### config.mk
export PLATFORM = sky130hd
export DESIGN_NAME = cl_word_unpacker
export DESIGN_NICKNAME = d
export VERILOG_FILES = /design/src/rtl/cl_word_unpacker_pkg.sv /design/src/rtl/cl_word_unpacker.sv
export SDC_FILE = /design/constraint.sdc
export NUM_CORES = 1
export LEC_CHECK = 0
export CAP_MARGIN = 20
export CORE_UTILIZATION = 40
export DETAILED_ROUTE_END_ITERATION = 8
export PLACE_DENSITY_LB_ADDON = 0.05
export SLEW_MARGIN = 40
export SYNTH_ARGS = -nofsm -noshare
export SYNTH_HDL_FRONTEND = slang
export SYNTH_SLANG_ARGS = --single-unit
### constraint.sdc
create_clock -name clk -period 16.2 [get_ports clk]
set_input_delay 2.43 -clock clk [delete_from_list [all_inputs] [get_ports clk]]
set_output_delay 2.43 -clock clk [all_outputs]
set_load 0.005 [all_outputs]
### src/rtl/cl_word_unpacker_pkg.sv
// Shared GLM package for the cache-line to word unpacker.
// Holds the unpacker FSM state type, the words-per-line constant and the
// bundles a parent uses to wire the clfifo read port and wordfifo write port.
package cl_word_unpacker_pkg;

    localparam int CL_LINE_W      = 512;
    localparam int CL_WORD_W      = 32;
    localparam int WORDS_PER_LINE = CL_LINE_W / CL_WORD_W;

    typedef enum logic [1:0] {
        UNPACK_IDLE = 2'd0,
        UNPACK_RUN  = 2'd1,
        UNPACK_DONE = 2'd2
    } t_unpackstate;

    // clfifo read side as seen by the unpacker (tready flows back to clfifo)
    typedef struct packed {
        logic [CL_LINE_W-1:0] tdata;
        logic                 tvalid;
        logic                 tready;
    } clfifo_read_t;

    // wordfifo write side (almostfull flows back to the unpacker)
    typedef struct packed {
        logic                 we;
        logic [CL_WORD_W-1:0] wdata;
        logic                 almostfull;
    } wordfifo_write_t;

endpackage

### src/rtl/cl_word_unpacker.sv
// cl_word_unpacker
// Pops cache lines from clfifo and serialises each into WORDS_PER_LINE words
// for wordfifo, emitting exactly num_words words per job.
// Ports:
//   clk, reset        clock, asynchronous active-high reset
//   start, num_words  job start pulse (sampled in IDLE) and word count
//   busy, done        job in progress / 1-cycle completion pulse
//   cl_tdata/tvalid/tready  clfifo read port (pop on tvalid && tready)
//   wf_almostfull     wordfifo backpressure
//   wf_we, wf_wdata   registered wordfifo write port
module cl_word_unpacker
    import cl_word_unpacker_pkg::*;
#(
    parameter int LINE_WIDTH  = 512,
    parameter int WORD_WIDTH  = 32,
    parameter int COUNT_WIDTH = 32
) (
    input  logic                   clk,
    input  logic                   reset,
    input  logic                   start,
    input  logic [COUNT_WIDTH-1:0] num_words,
    output logic                   busy,
    output logic                   done,
    input  logic [LINE_WIDTH-1:0]  cl_tdata,
    input  logic                   cl_tvalid,
    output logic                   cl_tready,
    input  logic                   wf_almostfull,
    output logic                   wf_we,
    output logic [WORD_WIDTH-1:0]  wf_wdata
);

    localparam int WPL   = LINE_WIDTH / WORD_WIDTH;
    localparam int IDX_W = $clog2(WPL);

    localparam logic [COUNT_WIDTH-1:0] CNT_ONE  = {{(COUNT_WIDTH-1){1'b0}}, 1'b1};
    localparam logic [IDX_W-1:0]       IDX_ONE  = {{(IDX_W-1){1'b0}}, 1'b1};
    localparam logic [IDX_W-1:0]       IDX_LAST = {IDX_W{1'b1}};

    // ceil(n / WPL) without forming n + WPL - 1, so n = 2^COUNT_WIDTH-1 is safe
    function automatic logic [COUNT_WIDTH-1:0] lines_for(input logic [COUNT_WIDTH-1:0] n);
        return (n >> IDX_W) + {{(COUNT_WIDTH-1){1'b0}}, |n[IDX_W-1:0]};
    endfunction

    t_unpackstate           state_q, state_d;
    logic [LINE_WIDTH-1:0]  buf_q, buf_d;
    logic                   buf_valid_q, buf_valid_d;
    logic [IDX_W-1:0]       word_idx_q, word_idx_d;
    logic [COUNT_WIDTH-1:0] words_left_q, words_left_d;
    logic [COUNT_WIDTH-1:0] lines_left_q, lines_left_d;
    logic                   wf_we_q, wf_we_d;
    logic [WORD_WIDTH-1:0]  wf_wdata_q, wf_wdata_d;

    logic                   run;
    logic                   emit;
    logic                   last_word;
    logic                   last_emit;
    logic                   pop;
    logic [WORD_WIDTH-1:0]  word_sel;

    // FSM state register
    always_ff @(posedge clk or posedge reset) begin
        if (reset) begin
            state_q <= UNPACK_IDLE;
        end else begin
            state_q <= state_d;
        end
    end

    // FSM next state
    always_comb begin
        state_d = state_q;
        case (state_q)
            UNPACK_IDLE: begin
                if (start) begin
                    state_d = (num_words == '0) ? UNPACK_DONE : UNPACK_RUN;
                end
            end
            UNPACK_RUN: begin
                // the final word's write is decided this cycle
                if (emit && (words_left_q == CNT_ONE)) begin
                    state_d = UNPACK_DONE;
                end
            end
            UNPACK_DONE: state_d = UNPACK_IDLE;
            default:     state_d = UNPACK_IDLE;
        endcase
    end

    // FSM outputs
    always_comb begin
        run  = (state_q == UNPACK_RUN);
        busy = (state_q != UNPACK_IDLE);
        done = (state_q == UNPACK_DONE);
    end

    // 16:1 word select from the line buffer
    always_comb begin
        word_sel = '0;
        for (int i = 0; i < WPL; i++) begin
            if (word_idx_q == IDX_W'(i)) begin
                word_sel = buf_q[i*WORD_WIDTH +: WORD_WIDTH];
            end
        end
    end

    // Datapath control: emit, pop and counter updates
    always_comb begin
        emit      = run && buf_valid_q && !wf_almostfull;
        last_word = (word_idx_q == IDX_LAST) || (words_left_q == CNT_ONE);
        last_emit = emit && last_word;
        // refill is allowed while the last word of the current line goes out,
        // which keeps the word stream gap-free across line boundaries
        cl_tready = run && (lines_left_q != '0) && (!buf_valid_q || last_emit);
        pop       = cl_tready && cl_tvalid;

        buf_d        = buf_q;
        buf_valid_d  = buf_valid_q;
        word_idx_d   = word_idx_q;
        words_left_d = words_left_q;
        lines_left_d = lines_left_q;
        wf_we_d      = emit;
        wf_wdata_d   = emit ? word_sel : wf_wdata_q;

        if ((state_q == UNPACK_IDLE) && start) begin
            words_left_d = num_words;
            lines_left_d = lines_for(num_words);
        end

        if (emit) begin
            words_left_d = words_left_q - CNT_ONE;
            word_idx_d   = word_idx_q + IDX_ONE;
            // words past words_left in a partial line are simply dropped here
            if (last_word) begin
                buf_valid_d = 1'b0;
            end
        end

        if (pop) begin
            buf_d        = cl_tdata;
            buf_valid_d  = 1'b1;
            word_idx_d   = '0;
            lines_left_d = lines_left_q - CNT_ONE;
        end
    end

    // Control and output registers
    always_ff @(posedge clk or posedge reset) begin
        if (reset) begin
            buf_valid_q  <= 1'b0;
            word_idx_q   <= '0;
            words_left_q <= '0;
            lines_left_q <= '0;
            wf_we_q      <= 1'b0;
            wf_wdata_q   <= '0;
        end else begin
            buf_valid_q  <= buf_valid_d;
            word_idx_q   <= word_idx_d;
            words_left_q <= words_left_d;
            lines_left_q <= lines_left_d;
            wf_we_q      <= wf_we_d;
            wf_wdata_q   <= wf_wdata_d;
        end
    end

    // Line buffer payload; qualified by buf_valid_q, so no reset needed
    always_ff @(posedge clk) begin
        buf_q <= buf_d;
    end

    assign wf_we    = wf_we_q;
    assign wf_wdata = wf_wdata_q;

endmodule
==> flow_summary.ini, run 1 <==
; yosys + openroad results
[global_routing]
grt_overflow = 0
antenna_found_initial = 31
grt_max_degree = 132
grt_first_pass_wirelength_mm = 131.1

[cts]
cts_made_buffers = 69
htreeDepth = 3
cts_setup_buffers = 0
clk_latency_ns = 0.61
cts_buffer_depth = 3
cts_resized = 0
holdBufCountCts = 0
clockRootBuffer = clkbuf_16

[logic_synthesis]
logic_family = AND-OR/OR-AND gates
muxShareOfSynthArea_pct = 0.2426
synth-edff-count = 512
synth_seq_share_pct = 69.72
ys_sh_aoi_pct = 16.46
topCellsByArea = edfxtp_1 60%, dfrtp_1 10%, o21ai_0 3.2%
async_flop_share_pct = 16.88
ys_sh_adder_pct = 0.4853
ys_sh_simple_pct = 9.769
xor_share_pct = 0.8492
synth_cell_types = 72
yosys_warnings = 0
yosys_area_mm2 = 0.02578
synthesis.area_mm2 = 0.02578
ys_cells = 1992
synth_nets = 2551

[setup_path]
rr_worst_depth = 9
required_ns = 13.77
critPathMaxFanout = 14
crit_path_end_kind = output pin
criticalPathCategory = input port to output pin
arrival_ns = 4.72

[hold_path]
worstHoldPathType = flop to flop
min_path_cells = 1

[placement]
port_buffers = 584
dp_hpwl_mm = 64.93
place.gp.congestion = 0.9068

[drt]
vias = 19600
routed_wl_mm = 90.79
wl_per_cell_um = 26.30
vias_per_cell = 5.677
first_iter_violations = 1658

[power]
ir_drop_uv = 105.1
total_power_mw = 5.152

[final_timing]
layout_min_cycle_time_ns = 7.154
slew_headroom_pct = 42.97
tightest_slew_ns = 0.8477
clock.fmax_mhz = 139.8
finalHoldViolCount = 0
final.setup_skew_ns = 0.02081
fin_setup_tns_ns = 0
post-route-period-util_pct = 44.16

[floorplanning]
die-area_mm2 = 0.06548
die_w_um = 255.9
io_pins = 585

[finish]
syn_to_final_growth_pct = 34.83
layout-drive-gt1-share_pct = 6.221

[run]
log.warning_count = 37

[outcome]
status = finished clean
## run 1: path summary, 6_finish.rpt
kind / from / endpoint / slack [ns]
min reg2reg: lines_left_q[30] / lines_left_q[30] / 0.47
min in group asynchronous: reset / wf_wdata[20] / 2.26
max in group asynchronous: reset / lines_left_q[11] / 12.84
min: lines_left_q[30] / lines_left_q[30] / 0.47
max reg2reg: word_idx_q[0] / buf_q[314] / 11.26
max: wf_almostfull / cl_tready / 9.05
## run 1: layout by cell type (no fill, tap or decap), types with 14 or more instances in the layout
cell / n
a21oi_1: 147
a221oi_1: 35
clkbuf_1: 22
o211ai_1: 24
inv_1: 16
a211oi_1: 37
o22ai_1: 121
nor3_1: 25
edfxtp_1: 512
o21ai_0: 166
nand2_1: 171
nand3_1: 59
dfrtp_1: 103
nor2_1: 91
nor4_1: 23
nand4_1: 15
clkdlybuf4s50_1: 584
xor2_1: 14
nand3b_1: 34
clkbuf_16: 72
a22oi_1: 35
buf_4: 19
diode_2: 18
o31ai_1: 28
## run 1: metrics by stage
stage          instance area (um2)  hold WS (ns)
3_3_place_gp                 32400        0.4623
2_1_floorplan                25780        0.4460
5_1_grt                      34760        0.4865
3_5_place_dp                 32500        0.4691
4_1_cts                      34710        0.4771
6_report                     34760        0.4728
## run 1: area by class of cell
type                       count  area, um2  area share (%)
inverter                      20      95.09          0.2735
sequential                   616      17980           51.72
tap                          846       1059           3.045
antenna                       18      45.04          0.1296
multi-input combinational   1214       7241           20.83
timing repair buffer         613       6133           17.64
clock buffer                  94       1884           5.420
clock inverter                31      325.3          0.9358
## run 1: layer usage
layer	share of wire (%)	wire length [um]	GRT usage [%]	vias to the layer above
met5	0.21	192	0	-
met4	2.5	2257	8.400	30
met3	7.5	6814	6.952	152
met2	51	46020	46.98	785
met1	39	35510	33.42	9676
li1	-	-	-	8955
## run 1: power breakdown
part           switching (mW)  internal [mW]  total [mW]
clock                   0.645          0.915        1.56
sequential              0.158           1.95        2.11
combinational           0.906          0.574        1.48
total                    1.71           3.44        5.15
## run 1: cell families (layout without fill, tap and decap cells)
logic type | Yosys count | after routing
simple gates | 504 | 504
fa+ha+maj | 10 | 10
buf+inv | 162 | 758
xor+xnor | 25 | 25
other cells | 0 | 18
mux | 6 | 6
flops | 616 | 616
compound gates | 669 | 669
## run 1: critical path: stages
cell	delay [ns]
clkdlybuf4s50_1	0.45
nand4bb_1	0.24
buf_4	0.24
nor4_1	0.29
nand4_1	0.18
nand3_1	0.17
and3_1	0.19
clkdlybuf4s50_1	0.54
## run 1: state kept, by name, indices dropped and copies added, names as in the netlist
name,flops
wf_wdata,32
word_idx_q,4
wf_we,1
words_left_q,32
lines_left_q,32
buf_valid_q,1
state_q,2
buf_q,512
Figure 1. Placed standard cells (run 1).
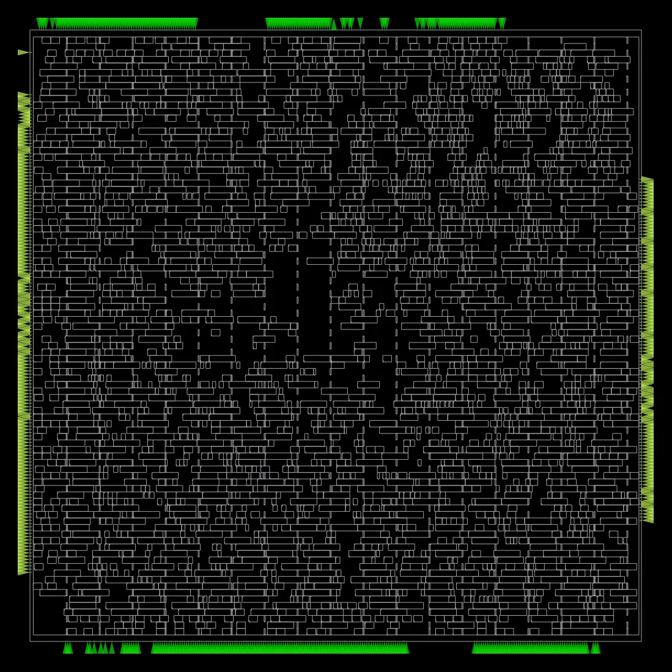
Core Footprint: 0.06343 mm2
# rows: 92
post-layout util: 54.81%
Finished Layout Cells: 3452
tap cells: 846

Figure 2. Placement density heat map (run 1).
26 x 26 tiles, from white (low) to dark blue (high), 0 to 100% covered.
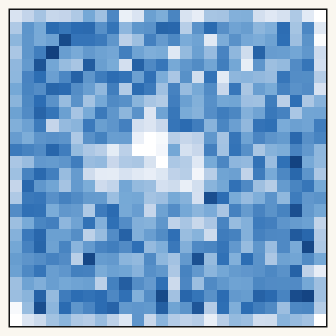
nearly empty tiles: 1.0%
fullest tile: 94%
tiles over 75% full: 8.9%
mean over tiles: 51%
emptiest ninth of the die: centre

Figure 3. Routed clock nets over the placement (run 1).
Bar = 100 um.
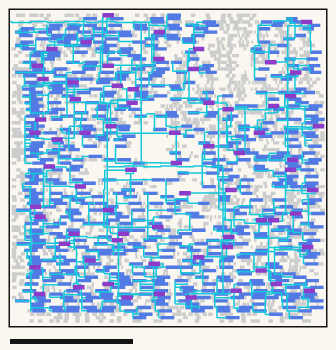
legend:
  clock wires:
    colour: cyan
    length: 8200 um
  flip-flops:
    colour: blue
    count: 616
  clock-net drivers:
    colour: purple
    count: 69
routed clock nets: 70

Figure 4. Met3 routing (run 1).
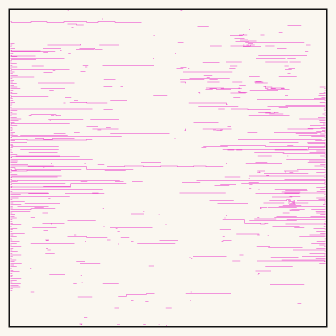
main direction: horizontal
nets with wire on the layer: 407

==> run 2, diff against run 1 <==
==> constraint.sdc (replaced) <==
create_clock -name clk -period 7.3 [get_ports clk]
set_input_delay 1.095 -clock clk [delete_from_list [all_inputs] [get_ports clk]]
set_output_delay 1.095 -clock clk [all_outputs]
set_load 0.005 [all_outputs]
==> run 2 against run 1 <==
Highest routed layer unchanged. Cell area rose by 0.17%. Setup slack got worse by 6.4 ns. First-iteration DRC count rose by 17%. Largest cell class unchanged. Sequential share of layout area fell by 0.086 points. Critical path depth fell by 2. Clock power rose by 120%. Synthesized area did not move. Via count rose by 0.36%. Sequential power rose by 120%.
==> flow_summary.ini, run 2 <==
; yosys + openroad results
[finish]
largest-register = buf_q
syn_to_final_growth_pct = 35.05
mostFrequentLayoutCell = clkdlybuf4s50_1
final_area_mm2 = 0.03482
layout-drive-gt1-share_pct = 6.674
final_cell_mix = 584 x clkdlybuf4s50_1, 512 x edfxtp_1, 171 x nand2_1, 166 x o21ai_0, 147 x a21oi_1
largest_reg_flops = 512

[global_routing]
grt_overflow = 0
grt_max_degree = 189
antenna_found_initial = 27
grt_first_pass_wirelength_mm = 131.8

[setup_path]
path_cells = ha_4 -> and3_1 -> nand2_2 -> nand3_1 -> and3_1 -> clkdlybuf4s50_1
slowest_delay_ns = 0.54
rr_worst_depth = 9
crit_path_end_kind = output pin
criticalPathCategory = flop to output pin
required_ns = 6.20
r2r_slack_ns = 2.69
critPathMaxFanout = 29
cpMaxStageDelayCell = nand2_2
arrival_ns = 3.54
path_common_cell = and3_1

[placement]
dpl_cell_area_mm2 = 0.03247
place.gp.congestion = 0.8965
port_buffers = 584
dp_hpwl_mm = 65.49

[outcome]
status = finished clean

[floorplanning]
io_pins = 585
core_mm2 = 0.06343
num_rows = 92
die_w_um = 255.9
die-area_mm2 = 0.06548

[logic_synthesis]
yosys_area_mm2 = 0.02578
synth_cell_types = 72
topCellsByArea = edfxtp_1 60%, dfrtp_1 10%, o21ai_0 3.2%
syn_avg_cell_area_um2 = 12.94
async_flop_share_pct = 16.88
synth_seq_share_pct = 69.72
ys_cells = 1992
synth-edff-count = 512
synth_nets = 2551
yosys_warnings = 0
yosysTopAreaCellShare_pct = 59.63
synthesis.area_mm2 = 0.02578

[drt]
routed_wl_mm = 91.12
vias_per_cell = 5.706
wl_per_cell_um = 26.44

[hold_path]
min_path_cells = 1
hold-path-endpoint = lines_left_q[30]
holdCritStartpoint = lines_left_q[30]
worstHoldPathType = flop to flop

[power]
ir_drop_uv = 215.1

[cts]
holdBufCountCts = 0
cts_resized = 0
cts_made_buffers = 70
clockRootBuffer = clkbuf_16
htreeDepth = 3
cts_buffer_depth = 3
cts_setup_buffers = 0

[final_timing]
tightest_slew_ns = 0.8156
layout_min_cycle_time_ns = 4.635
fin_setup_tns_ns = 0
finalHoldViolCount = 0
clock.fmax_mhz = 215.8
whs_ns = 0.4877
post-route-period-util_pct = 63.49
final.setup_skew_ns = 0.02204
slew_headroom_pct = 45.05

[run]
log.warning_count = 40
==> run 2: cell counts after synthesis <==
No cell type changed its count.
==> run 2: final cells by class <==
| class | count | area [um2] | share of cell area [%] |
|---|---|---|---|
| sequential | 616 | 17980 | 51.64 |
| multi-input combinational | 1214 | 7244 | 20.80 |
| timing repair buffer | 615 | 6182 | 17.75 |
| clock buffer | 90 | 1889 | 5.426 |
| tap | 846 | 1059 | 3.040 |
| clock inverter | 37 | 346.6 | 0.9953 |
| inverter | 20 | 96.34 | 0.2767 |
| antenna | 9 | 22.52 | 0.06468 |
==> run 2: worst max path at each step <==
stage,from,end
2_1_floorplan,wf_almostfull,lines_left_q[16]
3_3_place_gp,wf_almostfull,lines_left_q[10]
3_5_place_dp,wf_almostfull,lines_left_q[11]
4_1_cts,word_idx_q[0],cl_tready
5_1_grt,word_idx_q[0],buf_q[97]
6_report,word_idx_q[0],cl_tready
==> run 2: critical path, delay by kind of cell (launching register included) <==
| kind | cells | cell delay (ns) |
|---|---|---|
| adder cells (fa/ha/maj) | 1 | 0.36 |
| buffers and inverters | 1 | 0.51 |
| flip-flops | 1 | 0.51 |
| AND/OR/NAND/NOR | 4 | 1.54 |
==> run 2: stage by stage <==
step           total power [mW]  std cells
2_1_floorplan             6.521       1992
4_1_cts                   11.52       3435
3_5_place_dp              8.034       3308
3_3_place_gp              7.957       3305
6_report                  11.47       3447
5_1_grt                   12.00       3443
==> run 2: cells by family after synthesis <==
group | Yosys count | share of synthesized area [%]
flip-flops | 616 | 69.72
XOR/XNOR | 25 | 0.8492
AND-OR/OR-AND | 669 | 16.46
adder cells (fa/ha/maj) | 10 | 0.4853
buffers and inverters | 162 | 2.470
AND/OR/NAND/NOR | 504 | 9.769
multiplexers | 6 | 0.2426
==> run 2: where the power goes <==
part	internal [mW]	switching [mW]
Combinational	1.28	2.03
Clock	2.04	1.44
Sequential	4.34	0.339
==> run 2: routing by layer <==
layer | GRT usage [%] | wire length (um) | share of wire [%] | up-vias
li1 | - | - | - | 8967
met1 | 33.10 | 34690 | 38 | 9787
met2 | 48.20 | 47240 | 52 | 732
met3 | 7.556 | 7109 | 7.8 | 143
met4 | 7.285 | 1796 | 2.0 | 40
met5 | 0 | 291 | 0.32 | -
Figure 5. Placed standard cells (run 2).
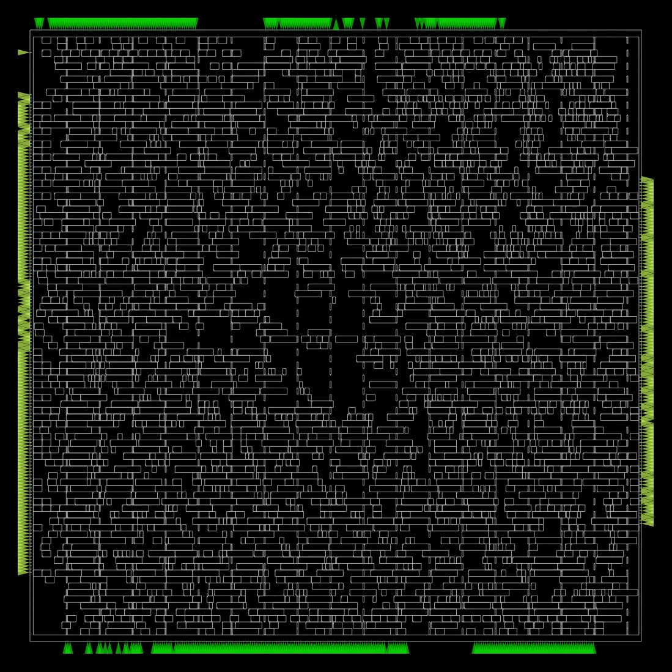
Finished Layout Cells: 3447
flop share of the area: 51.64%
post-layout util: 54.90%

Power figures rest on the tool's default switching activity, not on a simulated workload.
